$ cat src/rtl/pim_bridge_pkg.sv
// Shared definitions for the PIM bus bridge.
//   state_t    : bridge FSM encoding
//   BUSY_BIT   : status word bit set while the PIM is working
//   VALID_BIT  : status word bit set once the PIM result is valid
//   DEAD_BEEF  : read data returned on an out-of-window access
package pim_bridge_pkg;

  typedef enum logic [2:0] {
    ST_IDLE,
    ST_WR,
    ST_RD_ADDR,
    ST_RD_DATA,
    ST_POLL_ADDR,
    ST_POLL_DATA,
    ST_RESP
  } state_t;

  localparam int          BUSY_BIT  = 0;
  localparam int          VALID_BIT = 1;
  localparam logic [31:0] DEAD_BEEF = 32'hDEAD_BEEF;

endpackage

$ cat src/rtl/pim_bus_bridge.sv
// CPU-to-PIM bus bridge. Converts single-outstanding req/ack transactions
// into the PIM address/data strobe interface. A write to SYNC_OFS blocks
// until the PIM status word reports valid && !busy, or POLL_TIMEOUT polls.
// Ports:
//   i_clk, i_rst           : clock, synchronous active-high reset
//   i_req/i_we/i_addr/i_wdata : CPU request (held until o_ack)
//   o_ack/o_rdata/o_err    : one-cycle completion, read data, error flag
//   o_pim_address/o_pim_data : strobes into the PIM (window offset, data)
//   i_pim_data             : PIM read data, valid one cycle after address
module pim_bus_bridge
  import pim_bridge_pkg::*;
#(
  parameter logic [31:0] BASE_ADDR    = 32'h4000_0000,
  parameter int          SPAN_LOG2    = 16,
  parameter logic [15:0] STATUS_OFS   = 16'hFFFC,
  parameter logic [15:0] SYNC_OFS     = 16'hFFF8,
  parameter logic [31:0] IDLE_ADDR    = 32'h0,
  parameter int          POLL_TIMEOUT = 1024
) (
  input  logic        i_clk,
  input  logic        i_rst,
  input  logic        i_req,
  input  logic        i_we,
  input  logic [31:0] i_addr,
  input  logic [31:0] i_wdata,
  output logic        o_ack,
  output logic [31:0] o_rdata,
  output logic        o_err,
  output logic [31:0] o_pim_address,
  output logic [31:0] o_pim_data,
  input  logic [31:0] i_pim_data
);

  // Unsigned subtract handles addresses below BASE_ADDR by wrapping high.
  function automatic logic in_window(input logic [31:0] a);
    logic [31:0] d;
    d = a - BASE_ADDR;
    return (d >> SPAN_LOG2) == 32'd0;
  endfunction

  state_t      state, nxt;
  logic [31:0] off_q, wdata_q, rdata_q;
  logic        err_q;
  logic [15:0] poll_cnt;
  logic [16:0] poll_inc;
  logic        poll_done, poll_tmo, is_sync, win;

  assign win       = in_window(i_addr);
  assign is_sync   = (off_q == {16'b0, SYNC_OFS});
  assign poll_inc  = {1'b0, poll_cnt} + 17'd1;
  assign poll_done = !i_pim_data[BUSY_BIT] && i_pim_data[VALID_BIT];
  assign poll_tmo  = ({15'b0, poll_inc} >= 32'(POLL_TIMEOUT));

  // state register
  always_ff @(posedge i_clk) begin
    if (i_rst) state <= ST_IDLE;
    else       state <= nxt;
  end

  // next state
  always_comb begin
    nxt = state;
    case (state)
      ST_IDLE:      if (i_req) nxt = !win ? ST_RESP : (i_we ? ST_WR : ST_RD_ADDR);
      ST_WR:        nxt = is_sync ? ST_POLL_ADDR : ST_RESP;
      ST_RD_ADDR:   nxt = ST_RD_DATA;
      ST_RD_DATA:   nxt = ST_RESP;
      ST_POLL_ADDR: nxt = ST_POLL_DATA;
      ST_POLL_DATA: nxt = (poll_done || poll_tmo) ? ST_RESP : ST_POLL_ADDR;
      ST_RESP:      nxt = ST_IDLE;
      default:      nxt = ST_IDLE;
    endcase
  end

  // request latch and response datapath
  always_ff @(posedge i_clk) begin
    if (i_rst) begin
      off_q    <= '0;
      wdata_q  <= '0;
      rdata_q  <= '0;
      err_q    <= 1'b0;
      poll_cnt <= '0;
    end else begin
      case (state)
        ST_IDLE: if (i_req) begin
          off_q   <= i_addr - BASE_ADDR;
          wdata_q <= i_wdata;
          err_q   <= !win;
          if (!win) rdata_q <= DEAD_BEEF;
          if (win && i_we) poll_cnt <= '0;
        end
        ST_RD_DATA: rdata_q <= i_pim_data;
        ST_POLL_DATA: begin
          poll_cnt <= poll_inc[15:0];
          if (poll_done) begin
            rdata_q <= i_pim_data;
          end else if (poll_tmo) begin
            rdata_q <= i_pim_data;
            err_q   <= 1'b1;
          end
        end
        default: ;
      endcase
    end
  end

  // outputs; reset masks the PIM strobes and any pending ack immediately
  always_comb begin
    o_ack         = 1'b0;
    o_pim_address = IDLE_ADDR;
    o_pim_data    = '0;
    if (!i_rst) begin
      case (state)
        ST_WR: begin
          o_pim_address = off_q;
          o_pim_data    = wdata_q;
        end
        ST_RD_ADDR:   o_pim_address = off_q;
        ST_POLL_ADDR: o_pim_address = {16'b0, STATUS_OFS};
        ST_RESP:      o_ack = 1'b1;
        default: ;
      endcase
    end
    o_err   = o_ack & err_q;
    o_rdata = rdata_q;
  end

endmodule

$ cat config.mk
export PLATFORM = sky130hd
export DESIGN_NAME = pim_bus_bridge
export DESIGN_NICKNAME = d
export VERILOG_FILES = /design/src/rtl/pim_bridge_pkg.sv /design/src/rtl/pim_bus_bridge.sv
export SDC_FILE = /design/constraint.sdc
export NUM_CORES = 1
export LEC_CHECK = 0
export CAP_MARGIN = 20
export CELL_PAD_IN_SITES_DETAIL_PLACEMENT = 1
export CELL_PAD_IN_SITES_GLOBAL_PLACEMENT = 1
export CORE_ASPECT_RATIO = 0.8
export CORE_UTILIZATION = 35
export CTS_CLUSTER_SIZE = 30
export DETAILED_ROUTE_END_ITERATION = 16
export HOLD_SLACK_MARGIN = 0.12
export PLACE_DENSITY_LB_ADDON = 0.15
export SYNTH_ARGS = -nofsm -noshare
export SYNTH_HDL_FRONTEND = slang
export SYNTH_SLANG_ARGS = --single-unit
$ cat constraint.sdc
create_clock -name i_clk -period 4.7 [get_ports i_clk]
set_input_delay 0.705 -clock i_clk [delete_from_list [all_inputs] [get_ports i_clk]]
set_output_delay 0.705 -clock i_clk [all_outputs]
set_load 0.05 [all_outputs]
### Clock routing

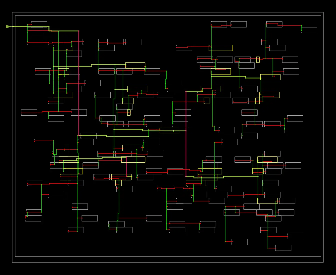
flop count: 116
Clock Power: 1.34 mW
sink count of the clock tree: 116
insertion delay at the late pin of the worst-skew pair: 0.41 ns

### Close-up of the layout

Window x 83 to 133, y 62 to 112 um. Cells in gray, sequential cells in the stronger gray; small squares are vias.
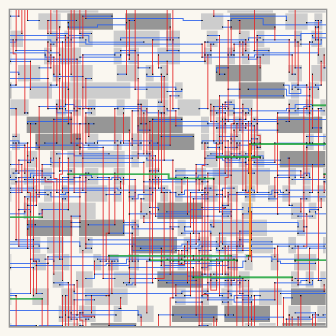
legend:
  met4:
    color: orange
  met2:
    color: red
  met3:
    color: green
  met1:
    color: blue
sequential cells in the window: 20
most frequent: nand2_1 (50), a21oi_1 (46), dfxtp_1 (20)
netlist names of flops here include: off_q (14), wdata_q (4), o_rdata (2)
cells with their middle in the window: 178

### Signal wires on met4

(2 px per um) Supply wires on this layer in gray.
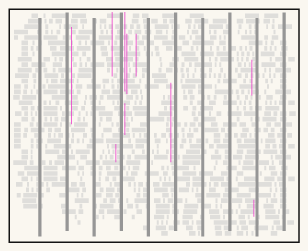
share of all routed wire: 1.3%
nets with wire on the layer: 9
main direction: vertical
wire length on this layer: 260 um

==> run summary <==
Figures from the flow reports.

Run status:
- The flow ran to the end, and the final reports show no timing, DRC or antenna violations.

Min path:
- The launch point of the worst min-delay path is recorded as wdata_q[17].
- The run puts the number of cells on the worst hold path at 2.

Yosys:
- The run puts the area fraction in and, or, nand and nor cells after synthesis at 0.269.
- Per the synthesis report, the XOR/XNOR share of the synthesized area is 0.00464.
- The run puts the synthesized area divided by synthesized cell count at 7.80 sq um.
- The run gives the compound-gate portion of the synthesized area as 0.213.
- The run puts the adder-cell share of the synthesized area at 0.00663.
- The run puts the number of distinct library cell variants in the gate-level netlist after synthesis at 51.

Die:
- After floorplanning, the core was sized to cover ~0.016 sq mm.

Placed design:
- The buffer_ports step reported a buffer count of ~200.
- The run puts the final estimated routing congestion in global placement at 0.771.
- The run gives the cell total after placement as 1089.

Routing:
- The run gives the number of nets still failing antenna checks after routing as 0.
- The run puts the length of the first detailed-routing pass in iterations at 4.
- Dividing the detail-routed wire length by the instance count gives 17.4 um.
- The run puts the number of remaining DRC errors at 0.

Finish:
- The run puts the end-of-flow core utilization at 0.548.
- The multi-input combinational cells in the finished layout cover a total of 0.00289 sq mm.
- Among logic cells in the layout, the one with the most instances is clkdlybuf4s50_1.
- Leaving out fill and tap cells, the most frequent cells in the layout are 164 x clkdlybuf4s50_1, 155 x nand2_1, 116 x dfxtp_1.
- The run puts the area occupied by registers at 0.00232 sq mm.
- The run puts the layout inverter count without the clock tree at 53.

STA:
- Setup violations remaining at the end of the flow were counted as 0.
- The run gives the count of final max-slew check failures as 0.
- The run gives the worst-case setup margin in the final layout as about 0.69 ns.
- Setup repair after global routing left no endpoint under its margin.
- The run puts the post-layout minimum cycle time at 4.01 ns.

Worst setup path:
- In this run the worst path has a maximum fanout of 25.
- The run puts the required time at the worst-slack endpoint at 3.99 ns.

Pwr:
- The power report lists cell-internal power as 2.27 mW.
- The run gives the power density over the cells as 380 mW/mm^2.
- The run gives the total power of the final layout as 3.29 mW.
- The run puts the combinational group power at 0.796 mW.

CTS:
- The run puts the number of gates resized after cts at 0.
- TritonCTS built the clock tree.

Global routing:
- The run gives the global-route usage over all layers as 0.236.
### I/O pins on the die edge

(2 px per um) Pins as bars across the die edge, other pins in gray.
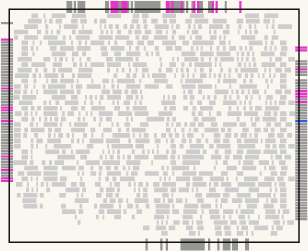
legend:
  i_addr:
    color: magenta
    pins: 32
    direction: input
    edge: 16 top, 9 left, 7 right
  i_rst:
    color: blue
    pins: 1
    direction: input
    edge: right
all pins by edge: 60 right, 57 top, 54 left, 27 bottom

### Met3 routing

(3 px per um)
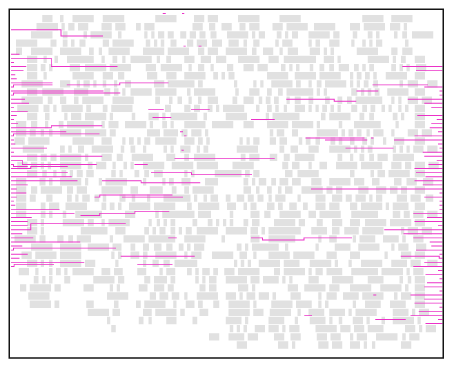
nets with wire on the layer: 132
main direction: horizontal

## worst max-delay path: cells and delay by family (launching register included)
| family | cells | cell delay [ns] |
|---|---|---|
| xor+xnor | 1 | 0.21 |
| simple gates | 2 | 0.99 |
| flops | 1 | 0.88 |
| buf+inv | 1 | 0.80 |
## sequential cells by signal (all words and copies together) (netlist names)
register  flops
o_rdata      32
off_q        32
state         3
poll_cnt     16
err_q         1
wdata_q      32
## per-layer routing
metal | global-route usage | vias to the layer above | part of all wire
met1 | 0.291 | 2725 | 0.44
met2 | 0.391 | 167 | 0.47
met4 | 0.0772 | 0 | 0.013
met3 | 0.0752 | 21 | 0.076
li1 | - | 2767 | -
met5 | 0 | - | 0
Power is estimated from default activity; no workload was simulated.
